<file path="src/rtl/commit_rdctrl_if.sv">
// Signal bundle between commit, the read controller, memory read channel and load buffer.
// The controller uses the slave view; commit/memory/load-buffer models use the master view.
interface commit_rdctrl_if;
  logic        rdctrl_en;
  logic [7:0]  rdctrl_fid;
  logic [31:0] rdctrl_addr;
  logic        rdctrl_uncached;
  logic [1:0]  rdctrl_lswidth;
  logic        rdctrl_readyn;

  logic        mem_arvalid;
  logic [31:0] mem_araddr;
  logic [7:0]  mem_arlen;
  logic        mem_arready;
  logic        mem_rvalid;
  logic [31:0] mem_rdata;
  logic        mem_rlast;
  logic        mem_rready;

  logic        lb_wen;
  logic [31:0] lb_addr;
  logic [31:0] lb_data;
  logic        lb_done;
  logic [7:0]  lb_fid;
  logic        busy;

  modport slave (
    input  rdctrl_en, rdctrl_fid, rdctrl_addr, rdctrl_uncached, rdctrl_lswidth,
    output rdctrl_readyn,
    output mem_arvalid, mem_araddr, mem_arlen, mem_rready,
    input  mem_arready, mem_rvalid, mem_rdata, mem_rlast,
    output lb_wen, lb_addr, lb_data, lb_done, lb_fid, busy
  );

  modport master (
    output rdctrl_en, rdctrl_fid, rdctrl_addr, rdctrl_uncached, rdctrl_lswidth,
    input  rdctrl_readyn,
    input  mem_arvalid, mem_araddr, mem_arlen, mem_rready,
    output mem_arready, mem_rvalid, mem_rdata, mem_rlast,
    input  lb_wen, lb_addr, lb_data, lb_done, lb_fid, busy
  );
endinterface

</file>
<file path="src/rtl/commit_rdctrl.sv">
// Load-miss read controller: queues commit read requests, issues them one at a time on the
// memory read channel and streams returned words into the load buffer.
module commit_rdctrl #(
  parameter int LINE_WORDS = 4,
  parameter int QDEPTH     = 2
) (
  input  logic            clk,
  input  logic            reset,
  commit_rdctrl_if.slave  bus
);

  localparam int          QW         = $clog2(QDEPTH);
  localparam int          BW         = $clog2(LINE_WORDS);
  localparam logic [31:0] LINE_MASK  = ~(32'(LINE_WORDS * 4) - 32'd1);
  localparam logic [7:0]  ARLEN_LINE = 8'(LINE_WORDS - 1);

  typedef enum logic [1:0] {S_IDLE, S_ADDR, S_DATA, S_DONE} state_t;

  state_t          state, state_nxt;

  logic [31:0]     q_addr [QDEPTH];
  logic [7:0]      q_fid  [QDEPTH];
  logic            q_unc  [QDEPTH];
  logic [QDEPTH-1:0] q_vld;
  logic [QW-1:0]   wr_ptr, rd_ptr;
  logic [QW:0]     count, count_nxt;
  logic            readyn;

  logic [31:0]     cur_addr;
  logic [7:0]      cur_fid;
  logic            cur_unc;
  logic [BW-1:0]   beat;

  logic [31:0]     enq_addr;
  logic            dup, push, pop, beat_fire;

  // Request intake: align, detect duplicate lines, decide enqueue
  always_comb begin
    enq_addr = bus.rdctrl_uncached ? (bus.rdctrl_addr & ~32'd3)
                                   : (bus.rdctrl_addr & LINE_MASK);
    dup = 1'b0;
    if (!bus.rdctrl_uncached) begin
      if (state != S_IDLE && !cur_unc && cur_addr == enq_addr) dup = 1'b1;
      for (int i = 0; i < QDEPTH; i++)
        if (q_vld[i] && !q_unc[i] && q_addr[i] == enq_addr) dup = 1'b1;
    end
    push      = bus.rdctrl_en && !readyn && !dup;
    pop       = (state == S_IDLE) && (count != '0);
    beat_fire = (state == S_DATA) && bus.mem_rvalid;
    count_nxt = count + (QW+1)'(push) - (QW+1)'(pop);
  end

  // Queue storage and in-flight entry; payload only, qualified by q_vld/state
  always_ff @(posedge clk) begin
    if (push) begin
      q_addr[wr_ptr] <= enq_addr;
      q_fid[wr_ptr]  <= bus.rdctrl_fid;
      q_unc[wr_ptr]  <= bus.rdctrl_uncached;
    end
    if (pop) begin
      cur_addr <= q_addr[rd_ptr];
      cur_fid  <= q_fid[rd_ptr];
      cur_unc  <= q_unc[rd_ptr];
    end
  end

  always_ff @(posedge clk or posedge reset) begin
    if (reset) begin
      wr_ptr <= '0;
      rd_ptr <= '0;
      count  <= '0;
      q_vld  <= '0;
      readyn <= 1'b0;
      beat   <= '0;
    end else begin
      if (push) begin
        wr_ptr        <= wr_ptr + QW'(1);
        q_vld[wr_ptr] <= 1'b1;
      end
      if (pop) begin
        rd_ptr        <= rd_ptr + QW'(1);
        q_vld[rd_ptr] <= 1'b0;
      end
      count  <= count_nxt;
      readyn <= (count_nxt == (QW+1)'(QDEPTH));
      if (pop)            beat <= '0;
      else if (beat_fire) beat <= beat + BW'(1);
    end
  end

  // FSM state register
  always_ff @(posedge clk or posedge reset) begin
    if (reset) state <= S_IDLE;
    else       state <= state_nxt;
  end

  // FSM next state; rlast ends the burst regardless of beat count
  always_comb begin
    state_nxt = state;
    case (state)
      S_IDLE: if (count != '0)                          state_nxt = S_ADDR;
      S_ADDR: if (bus.mem_arready)                      state_nxt = S_DATA;
      S_DATA: if (bus.mem_rvalid && bus.mem_rlast)      state_nxt = S_DONE;
      S_DONE:                                           state_nxt = S_IDLE;
      default:                                          state_nxt = S_IDLE;
    endcase
  end

  // FSM outputs; payload fields are zeroed outside their qualifying state
  always_comb begin
    bus.rdctrl_readyn = readyn;
    bus.mem_arvalid   = (state == S_ADDR);
    bus.mem_araddr    = '0;
    bus.mem_arlen     = '0;
    if (state == S_ADDR) begin
      bus.mem_araddr = cur_addr;
      bus.mem_arlen  = cur_unc ? 8'd0 : ARLEN_LINE;
    end
    bus.mem_rready = (state == S_DATA);
    bus.lb_wen     = beat_fire;
    bus.lb_addr    = '0;
    bus.lb_data    = '0;
    if (beat_fire) begin
      bus.lb_addr = cur_addr + {{(30-BW){1'b0}}, beat, 2'b00};
      bus.lb_data = bus.mem_rdata;
    end
    bus.lb_done = (state == S_DONE);
    bus.lb_fid  = (state == S_DONE) ? cur_fid : 8'd0;
    bus.busy    = (count != '0) || (state != S_IDLE);
  end

endmodule

</file>
<file path="src/flat_wrapper.sv">
// flat-port wrapper written by rule: the top's interface ports become plain ports
module commit_rdctrl_flat 
#(
  parameter int LINE_WORDS = 4,
  parameter int QDEPTH     = 2
)
  (clk, reset, bus_rdctrl_en, bus_rdctrl_fid, bus_rdctrl_addr, bus_rdctrl_uncached, bus_rdctrl_lswidth, bus_rdctrl_readyn, bus_mem_arvalid, bus_mem_araddr, bus_mem_arlen, bus_mem_rready, bus_mem_arready, bus_mem_rvalid, bus_mem_rdata, bus_mem_rlast, bus_lb_wen, bus_lb_addr, bus_lb_data, bus_lb_done, bus_lb_fid, bus_busy);
  commit_rdctrl_if bus_i ();
  input  logic clk;
  input  logic reset;
  input wire logic [$bits(bus_i.rdctrl_en)-1:0] bus_rdctrl_en;
  input wire logic [$bits(bus_i.rdctrl_fid)-1:0] bus_rdctrl_fid;
  input wire logic [$bits(bus_i.rdctrl_addr)-1:0] bus_rdctrl_addr;
  input wire logic [$bits(bus_i.rdctrl_uncached)-1:0] bus_rdctrl_uncached;
  input wire logic [$bits(bus_i.rdctrl_lswidth)-1:0] bus_rdctrl_lswidth;
  output wire logic [$bits(bus_i.rdctrl_readyn)-1:0] bus_rdctrl_readyn;
  output wire logic [$bits(bus_i.mem_arvalid)-1:0] bus_mem_arvalid;
  output wire logic [$bits(bus_i.mem_araddr)-1:0] bus_mem_araddr;
  output wire logic [$bits(bus_i.mem_arlen)-1:0] bus_mem_arlen;
  output wire logic [$bits(bus_i.mem_rready)-1:0] bus_mem_rready;
  input wire logic [$bits(bus_i.mem_arready)-1:0] bus_mem_arready;
  input wire logic [$bits(bus_i.mem_rvalid)-1:0] bus_mem_rvalid;
  input wire logic [$bits(bus_i.mem_rdata)-1:0] bus_mem_rdata;
  input wire logic [$bits(bus_i.mem_rlast)-1:0] bus_mem_rlast;
  output wire logic [$bits(bus_i.lb_wen)-1:0] bus_lb_wen;
  output wire logic [$bits(bus_i.lb_addr)-1:0] bus_lb_addr;
  output wire logic [$bits(bus_i.lb_data)-1:0] bus_lb_data;
  output wire logic [$bits(bus_i.lb_done)-1:0] bus_lb_done;
  output wire logic [$bits(bus_i.lb_fid)-1:0] bus_lb_fid;
  output wire logic [$bits(bus_i.busy)-1:0] bus_busy;
  assign bus_i.rdctrl_en = bus_rdctrl_en;
  assign bus_i.rdctrl_fid = bus_rdctrl_fid;
  assign bus_i.rdctrl_addr = bus_rdctrl_addr;
  assign bus_i.rdctrl_uncached = bus_rdctrl_uncached;
  assign bus_i.rdctrl_lswidth = bus_rdctrl_lswidth;
  assign bus_rdctrl_readyn = bus_i.rdctrl_readyn;
  assign bus_mem_arvalid = bus_i.mem_arvalid;
  assign bus_mem_araddr = bus_i.mem_araddr;
  assign bus_mem_arlen = bus_i.mem_arlen;
  assign bus_mem_rready = bus_i.mem_rready;
  assign bus_i.mem_arready = bus_mem_arready;
  assign bus_i.mem_rvalid = bus_mem_rvalid;
  assign bus_i.mem_rdata = bus_mem_rdata;
  assign bus_i.mem_rlast = bus_mem_rlast;
  assign bus_lb_wen = bus_i.lb_wen;
  assign bus_lb_addr = bus_i.lb_addr;
  assign bus_lb_data = bus_i.lb_data;
  assign bus_lb_done = bus_i.lb_done;
  assign bus_lb_fid = bus_i.lb_fid;
  assign bus_busy = bus_i.busy;
  commit_rdctrl #(.LINE_WORDS(LINE_WORDS), .QDEPTH(QDEPTH)) u_core (.clk(clk), .reset(reset), .bus(bus_i));
endmodule
</file>
<file path="config.mk">
export PLATFORM = sky130hd
export DESIGN_NAME = commit_rdctrl_flat
export DESIGN_NICKNAME = d
export VERILOG_FILES = /design/src/rtl/commit_rdctrl_if.sv /design/src/rtl/commit_rdctrl.sv /design/src/flat_wrapper.sv
export SDC_FILE = /design/constraint.sdc
export NUM_CORES = 1
export LEC_CHECK = 0
export ABC_AREA = 1
export CORE_ASPECT_RATIO = 0.7
export CORE_MARGIN = 3
export CORE_UTILIZATION = 32
export CTS_BUF_LIST = sky130_fd_sc_hd__clkbuf_8 sky130_fd_sc_hd__clkbuf_16
export DETAILED_ROUTE_END_ITERATION = 8
export PLACE_DENSITY = 0.62
export SLEW_MARGIN = 25
export SYNTH_ARGS = -nofsm -noshare
export SYNTH_HDL_FRONTEND = slang
export SYNTH_SLANG_ARGS = --single-unit
</file>
<file path="constraint.sdc">
create_clock -name clk -period 3.7 [get_ports clk]
set_clock_uncertainty 0.15 [all_clocks]
set_input_delay 0.555 -clock clk [delete_from_list [all_inputs] [get_ports clk]]
set_output_delay 0.555 -clock clk [all_outputs]
set_load 0.1 [all_outputs]
</file>
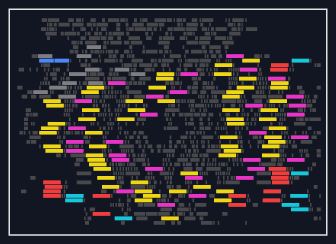
run_1/ff_map.png
| colour | name in the netlist | sequential cells |
|---|---|---|
| cyan | u_core.cur_fid | 8 |
| yellow | u_core.q_addr | 60 |
| magenta | u_core.cur_addr | 30 |
| blue | u_core.count | 2 |
| red | u_core.q_fid | 16 |
not coloured: 12

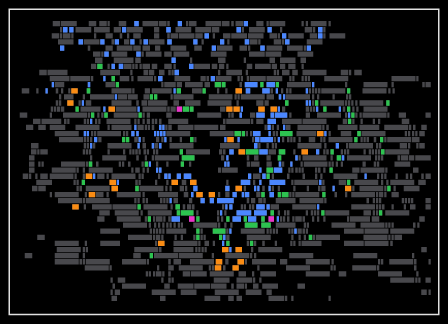
run_1/gates.png
| colour | family | cells | most used |
|---|---|---|---|
| magenta | non-inverting ao/oa cells | 3 | o21a_1 |
| green | aoi and oai cells | 79 | o21ai_0 |
| blue | nor cells | 157 | nor2_1 |
| orange | xor and xnor cells | 30 | xor2_1 |

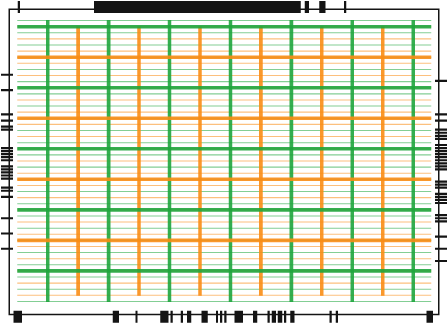
run_1/floorplan.png
Pins as bars on the die edge.
| colour | net |
|---|---|
| orange | VDD |
| green | VSS |
rows: 46
met1 rails: 47
core footprint: 23100 um2
Die W: 191 um
worst vdd ir: 0.000445 V
die height: 135 um

==> run_results.csv, run 1 <==
group,metric,value,unit
logic_synthesis,yosysCellCount,981,
drt,wl_met2,10700,um
final_timing,worst_slack,0.117,ns
setup_path,path_depth,13,
logic_synthesis,yosys.area_share.adder,1.57,%
die,fp_util,33.1,%
power,power-per-cell-area,816,nW/um2
placed_design,io_buffers,184,
setup_path,critPathKind,"flop to output port",
logic_synthesis,syn-cell-area,7640,um2
global_route,busiest_layer,"met2",
logic_synthesis,simple_gate_area_share,27.9,%
setup_path,arrival,2.88,ns
setup_path,crit_chain,"ha_2 -> fa_2 -> nand2_1 -> nor2_2 -> nand3_2 -> nor2_4 -> nand3_2 -> nor2_4 -> nand2_2 -> nor3b_4 -> nand2_1 -> a21oi_4 -> buf_12",
setup_path,r2r-end,"u_core.bus.rdctrl_readyn",
flow_run,tool_warnings,35,
setup_path,startpoint_type,"flop",
global_route,grt_max_degree,62,
drt,drt-vias-per-instance,4.44,
setup_path,slowest_delay,0.38,ns
drt,drt_iter0_markers,469,
placed_design,gp_congestion,0.863,
final_timing,finalSetupViolCount,0,
global_route,overflow,0,
setup_path,crit_end,"bus_lb_addr[22]",
global_route,grt_pass1_wl,34700,um
placed_design,hpwl,17600,um
logic_synthesis,topCellsByArea,"edfxtp_1, nand2_1, inv_1",
clock_network,clk_path_buf_depth,2,
global_route,use_met1,25.5,%
final_timing,report.final.slew_viol_count,0,
clock_network,post_cts.repair.setup_buffers,0,
final_timing,holdWs,0.287,ns
logic_synthesis,mux_area_share,0,%
logic_synthesis,ys.warnings.count,0,
logic_synthesis,yosys_area,7640,um2
logic_synthesis,synth_cell_types,36,
setup_path,crit_start,"u_core.cur_addr[2]",
clock_network,clk-insertion-delay-late,0.42,ns
final_timing,setup_tns,0,ns
min_path,min_path_type,"input port to asynchronous set/reset pin",
final_layout,num_antenna_cells,0,
final_timing,rsz0062_at_grt,"yes",
status,status,"finished, final reports clean",
logic_synthesis,ys.flop_type,"edfxtp_1",
final_layout,most-common-layout-cells,"nand2_1, inv_1, edfxtp_1",
die,die_area,25800,um2
drt,drtPass1Iterations,5,
placed_design,dpl-instance-area,10600,um2
placed_design,dp_cells,1460,
clock_network,cts_hold_buf,0,
logic_synthesis,edf_count,117,
setup_path,path_buffers,1,
logic_synthesis,top_logic_kind,"simple AND/OR/NAND/NOR gates",
drt,routed_wl,23200,um
final_layout,area_growth,47.2,%
die,pin_count,199,
final_layout,largest_reg_flops,60,
drt,drc,0,
setup_path,rr_startpoint,"u_core.cur_addr[7]",
final_layout,layout.cells.non_filler,1499,
final_layout,nNetsFinal,1264,
power,p_total,0.00917,W
final_layout,lay_top_count,"nand2_1",
final_layout,design_area,11200,um2
drt,top_layer_used,"met4",
setup_path,reg2reg_slack,0.96,ns
setup_path,required,2.99,ns
global_route,gr-usage-all-layers,17.8,%
final_timing,min_period,3.58,ns
clock_network,numCtsBuffers,17,
logic_synthesis,aoi_share,5.58,%
clock_network,post_cts_resized,2,
setup_path,crit_slowest_cell,"edfxtp_1",
logic_synthesis,ys_seq_share,49.6,%
final_timing,hold_viol_final,0,
drt,wl_met1,11200,um
final_layout,biggestRegsByFlops,"u_core.q_addr: 60 flops, u_core.cur_addr: 30 flops, u_core.q_fid: 16 flops",
drt,vias,6663,
logic_synthesis,ys_sh_xor,3.44,%
logic_synthesis,synthCells,981,
power,leakagePower,5.23,nW
drt,ant_nets,0,
placed_design,pre_cts_ws,0.310,ns
drt,routed-wl-met3,1190,um
global_route,grt_util_met3,3.85,%
final_timing,final.period_utilization,96.8,%
global_route,grt_antenna_before_repair,0,
clock_network,cts.reportedPaths.clkPinSlew,0.06,ns
run 1: where the power goes:
part / internal, W / switching, W
Combinational: 0.00128 / 0.00371
Sequential: 0.00212 / 0.000357
Clock: 0.00106 / 0.000653
run 1: how the worst min path moves through the flow:
stage                            start  slack [ns]                 to
CTS                              reset        0.29    u_core.state[1]
global placement         u_core.wr_ptr        0.33      u_core.wr_ptr
floorplan                        reset        0.26     u_core.beat[0]
finish                           reset        0.29    u_core.q_vld[1]
global route                     reset        0.32    u_core.q_vld[1]
detailed placement  u_core.q_fid[0][3]        0.35  u_core.cur_fid[3]
run 1: final cells by class:
class	count	area (um2)
Clock buffer	23	553
Inverter	195	732
Tap cell	312	390
Multi-Input combinational cell	632	3260
Sequential cell	128	3790
Timing Repair Buffer	200	2460
Fill cell	2174	11800
Clock inverter	9	61.3
==> run 1 -> run 2 <==
--- a/config.mk
+++ b/config.mk
@@ -10,9 +10,11 @@
 export CORE_MARGIN = 3
 export CORE_UTILIZATION = 32
 export CTS_BUF_LIST = sky130_fd_sc_hd__clkbuf_8 sky130_fd_sc_hd__clkbuf_16
+export CTS_CLUSTER_DIAMETER = 30
 export DETAILED_ROUTE_END_ITERATION = 8
-export PLACE_DENSITY = 0.62
+export PLACE_DENSITY = 0.65
 export SLEW_MARGIN = 25
 export SYNTH_ARGS = -nofsm -noshare
 export SYNTH_HDL_FRONTEND = slang
 export SYNTH_SLANG_ARGS = --single-unit
+export TNS_END_PERCENT = 5
==> constraint.sdc (replaced) <==
create_clock -name clk -period 2.9 [get_ports clk]
set_clock_uncertainty 0.15 [all_clocks]
set_input_delay 0.435 -clock clk [delete_from_list [all_inputs] [get_ports clk]]
set_output_delay 0.435 -clock clk [all_outputs]
set_load 0.1 [all_outputs]
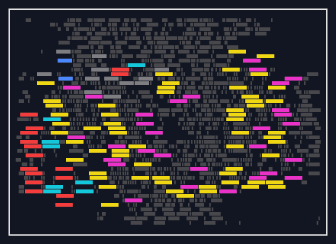
run_2/ff_map.png
| colour | name in the netlist | sequential cells |
|---|---|---|
| blue | u_core.count | 2 |
| cyan | u_core.cur_fid | 8 |
| red | u_core.q_fid | 16 |
| yellow | u_core.q_addr | 60 |
| magenta | u_core.cur_addr | 30 |
not coloured: 12

==> run_results.csv, run 2 <==
group,metric,value,unit
drt,routed-wl-met3,1660,um
power,internal_power,0.00601,W
flow_run,tool_warnings,36,
setup_path,arrival,2.74,ns
final_timing,report.final.slew_viol_count,0,
die,chipWidth,191,um
final_layout,inverters,195,
final_timing,final.period_utilization,115,%
logic_synthesis,ys_sh_xor,3.44,%
power,p_clk_share,17.3,%
power,p_total,0.0123,W
power,leakagePower,5.59,nW
final_layout,clk_share,4.87,%
drt,ant_nets,0,
final_layout,buffer_area_share,27.3,%
power,switching_share,51.3,%
power,pwr-share-comb,57.5,%
clock_network,cts.reportedPaths.clkPinSlew,0.07,ns
power,power.combinational.total,0.00709,W
status,violations,"setup timing",
logic_synthesis,top_cells_by_count,"nand2_1, inv_1, nor2_1",
clock_network,cts_hold_buf,0,
final_layout,largest_reg_flops,60,
setup_path,rr_startpoint,"u_core.state[0]",
logic_synthesis,top_logic_kind,"simple AND/OR/NAND/NOR gates",
logic_synthesis,simple_gate_area_share,27.9,%
power,power_switching,0.00633,W
die,design.core.area,23100,um2
status,status,"finished with violations",
final_layout,num_antenna_cells,0,
drt,drtPass1Iterations,5,
final_timing,worst_slack,-0.422,ns
logic_synthesis,aoi_share,5.58,%
placed_design,dp_cells,1512,
power,power_leader,"combinational cells",
final_layout,layout.cells.non_filler,1545,
final_layout,seq_share,31.3,%
final_layout,area_dominant_class,"sequential cells",
setup_path,required,2.32,ns
setup_path,crit_start,"u_core.cur_addr[2]",
global_route,busiest_layer,"met2",
die,taps,312,
global_route,use_met1,27.0,%
placed_design,dpl-instance-area,11500,um2
clock_network,post_cts.repair.setup_buffers,0,
logic_synthesis,ys.warnings.count,0,
drt,wl_met1,11000,um
logic_synthesis,ys_seq_share,49.6,%
setup_path,crit_chain,"ha_2 -> fa_2 -> nand2_2 -> nor2_4 -> nand3_2 -> nor2_4 -> nand3_2 -> nor2_4 -> nand2_2 -> nor3b_2 -> nand2_1 -> a21oi_4 -> buf_12",
logic_synthesis,mux_area_share,0,%
final_layout,nNetsFinal,1310,
final_layout,combGateArea,3310,um2
power,pwr-share-seq,25.2,%
final_layout,register_area,3790,um2
drt,top_layer_used,"met4",
drt,drc,0,
final_layout,buffers_excl_clock,246,
logic_synthesis,topCellsByArea,"edfxtp_1, nand2_1, inv_1",
final_timing,rsz0062_at_grt,"yes",
final_timing,finalSetupViolCount,21,
logic_synthesis,yosys_area,7640,um2
logic_synthesis,yosysCellCount,981,
drt,routed_wl,24100,um
die,fp.dieH,135,um
power,sequentialPower,0.00312,W
die,fp_util,33.1,%
clock_network,clk_path_buf_depth,2,
logic_synthesis,yosys.area_share.adder,1.57,%
setup_path,path_buffers,1,
clock_network,post_cts_resized,5,
final_layout,nClkBuffers,17,
final_timing,hold_viol_final,0,
final_layout,sh_comb_area,27.3,%
final_layout,design_area,12100,um2
die,die_area,25800,um2
setup_path,reg2reg_slack,0.15,ns
drt,drt_iter0_markers,648,
logic_synthesis,synthCells,981,
logic_synthesis,edf_count,117,
setup_path,critPathKind,"flop to output port",
logic_synthesis,syn-cell-area,7640,um2
final_timing,holdWs,0.201,ns
final_layout,area_growth,58.5,%
logic_synthesis,synth_cell_types,36,
die,pin_count,199,
global_route,grt_antenna_before_repair,0,
global_route,overflow,0,
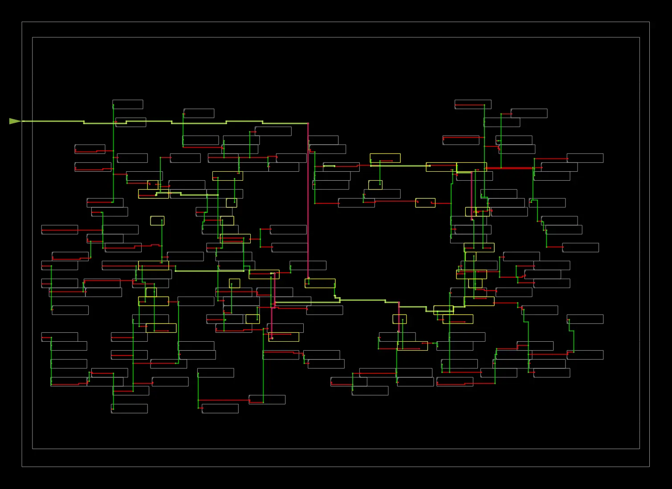
run_2/clock_nets.png
clk_lat worst skew: 0.42 ns
clock distribution power: 0.00213 W
clock buffer count from CTS: 17
flip-flops: 128

==> run 2: cell types whose count changed in the layout (fill, tap and decap cells not counted), moves of 2 or more <==
| cell | delta |
|---|---|
| buf_12 | +40 |
| buf_4 | +7 |
| clkbuf_16 | -4 |
| clkbuf_8 | -2 |
| clkinv_1 | -3 |
| clkinv_2 | -2 |
| clkinv_8 | +2 |
| ha_1 | -2 |
| inv_4 | -2 |
| inv_8 | +7 |
| nor2_1 | -2 |
| nor2_4 | +2 |
==> run 2: stage by stage <==
stage	TNS, ns	worst slack [ns]
floorplan	-3.70	-0.302
finish	-5.52	-0.422
detailed placement	-0.412	-0.252
global placement	-0.229	-0.175
CTS	-6.28	-0.426
global route	-9.02	-0.548
==> run 2 -> run 3 <==
--- a/config.mk
+++ b/config.mk
@@ -13,7 +13,7 @@
 export CTS_CLUSTER_DIAMETER = 30
 export DETAILED_ROUTE_END_ITERATION = 8
 export PLACE_DENSITY = 0.65
-export SLEW_MARGIN = 25
+export SLEW_MARGIN = 10
 export SYNTH_ARGS = -nofsm -noshare
 export SYNTH_HDL_FRONTEND = slang
 export SYNTH_SLANG_ARGS = --single-unit
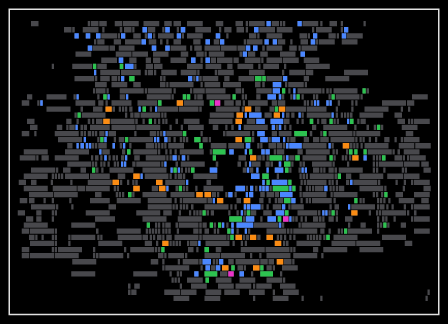
run_3/gates.png
| colour | family | cells | most used |
|---|---|---|---|
| orange | xor and xnor cells | 30 | xor2_1 |
| blue | nor cells | 157 | nor2_1 |
| magenta | non-inverting ao/oa cells | 3 | o21a_1 |
| green | aoi and oai cells | 79 | o21ai_0 |
most frequent logic cell in the layout: nand2_1
post-route non-filler standard cell count: 1545
Comb area share: 27.3%

==> run_results.csv, run 3 <==
group,metric,value,unit
status,status,"finished with violations",
status,violations,"setup timing",
final_timing,worst_slack,-0.422,ns
power,power.combinational.total,0.00709,W
global_route,use_met1,27.0,%
global_route,gr-usage-all-layers,18.9,%
final_layout,design_area,12100,um2
setup_path,required,2.32,ns
final_layout,fill_cells,2086,
final_timing,finalSetupViolCount,21,
setup_path,crit_chain,"ha_2 -> fa_2 -> nand2_2 -> nor2_4 -> nand3_2 -> nor2_4 -> nand3_2 -> nor2_4 -> nand2_2 -> nor3b_2 -> nand2_1 -> a21oi_4 -> buf_12",
drt,top_layer_used,"met4",
final_layout,area_growth,58.5,%
final_layout,register_area,3790,um2
logic_synthesis,yosys.area_share.adder,1.57,%
final_timing,min_period,3.32,ns
drt,drt_iter0_markers,648,
placed_design,dp_cells,1512,
final_layout,seq_share,31.3,%
clock_network,cts.reportedPaths.clkPinSlew,0.07,ns
setup_path,crit_slowest_cell,"edfxtp_1",
setup_path,arrival,2.74,ns
logic_synthesis,ys_seq_share,49.6,%
logic_synthesis,aoi_share,5.58,%
final_layout,largest_reg_flops,60,
die,pin_count,199,
power,pwr-share-comb,57.5,%
drt,ant_nets,0,
drt,routed_wl,24100,um
die,die_area,25800,um2
min_path,min_path_type,"input port to asynchronous set/reset pin",
logic_synthesis,topCellsByArea,"edfxtp_1, nand2_1, inv_1",
final_layout,num_antenna_cells,0,
drt,wl_met1,11000,um
drt,drc,0,
logic_synthesis,top_cells_by_count,"nand2_1, inv_1, nor2_1",
die,design.core.area,23100,um2
final_layout,area_dominant_class,"sequential cells",
power,ir_drop,0.000454,V
final_layout,clk_share,4.87,%
setup_path,r2r-end,"u_core.bus.rdctrl_readyn",
final_layout,combGateArea,3310,um2
setup_path,path_buffers,1,
logic_synthesis,ys.flop_type,"edfxtp_1",
drt,vias,7089,
final_layout,ff_count,128,
logic_synthesis,syn-cell-area,7640,um2
final_timing,holdWs,0.201,ns
clock_network,numCtsBuffers,17,
flow_run,tool_warnings,36,
final_timing,rsz0062_at_grt,"yes",
power,leakagePower,5.59,nW
placed_design,pre_cts_ws,-0.252,ns
final_layout,nNetsFinal,1310,
drt,drt-vias-per-instance,4.59,
power,power-per-cell-area,1020,nW/um2
logic_synthesis,edf_count,117,
placed_design,gp_congestion,0.879,
final_layout,buffer_area_share,27.3,%
placed_design,hpwl,18500,um
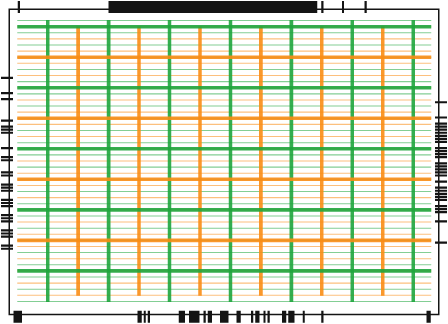
run_3/floorplan.png
Pins as bars on the die edge.
| colour | net |
|---|---|
| green | VSS |
| orange | VDD |
met5 straps: 9
met4 straps: 13
rows: 46

==> run 3: cell counts in the layout (fill, tap and decap cells not counted) <==
Identical to the previous run, type by type.
==> run 3: worst max-delay path by stage <==
stage / from / end / slack [ns] / depth (start not counted)
final: u_core.cur_addr[2] / bus_lb_addr[22] / -0.42 / 13
after global placement: bus_rdctrl_uncached / u_core.bus.rdctrl_readyn / -0.17 / 17
after global routing: u_core.cur_addr[2] / bus_lb_addr[22] / -0.55 / 13
after floorplan: u_core.cur_addr[2] / bus_lb_addr[18] / -0.30 / 12
after detailed placement: bus_rdctrl_uncached / u_core.bus.rdctrl_readyn / -0.25 / 17
after CTS: u_core.cur_addr[2] / bus_lb_addr[22] / -0.43 / 13

==> screenshots <==
Layout detail.
Region (23, 76) to (73, 126) um. Cells in grey, sequential cells in the stronger grey; small squares are vias.
(a)
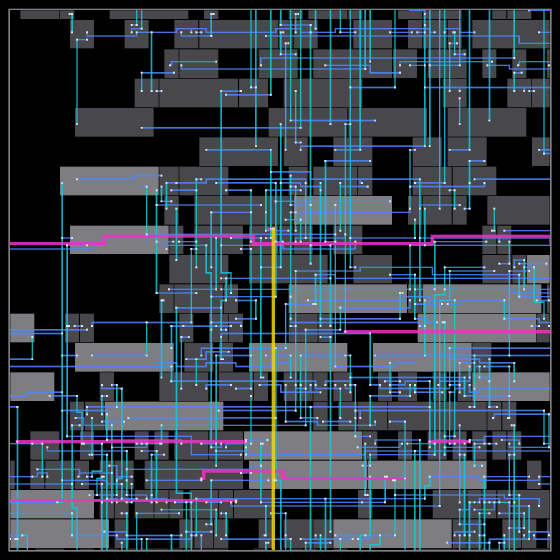
(b)
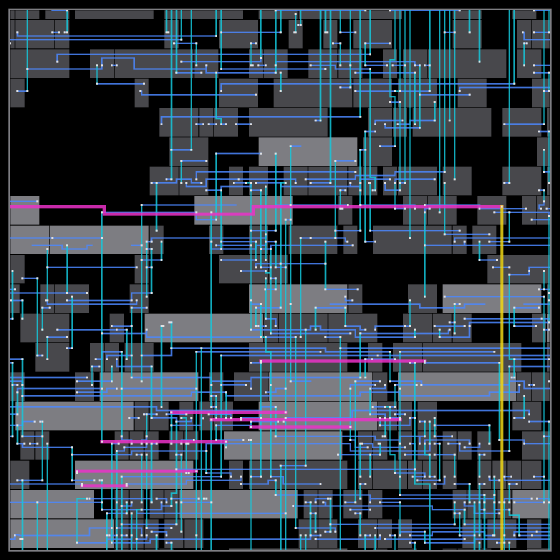
| picture | from |
|---|---|
| (b) | run 1 |
| (a) | run 2 |

Key to (b):
| colour | layer |
|---|---|
| cyan | M2 |
| blue | M1 |
| yellow | M4 |
| magenta | M3 |
netlist names of flops here include: u_core.q_addr (4), u_core.cur_addr (2), u_core.q_unc (2)
sequential cells in the window: 16
cells with their middle in the window: 176
most frequent: inv_1 (36), nand2_1 (22), nor2_1 (19)

Power is estimated from default activity; no workload was simulated.
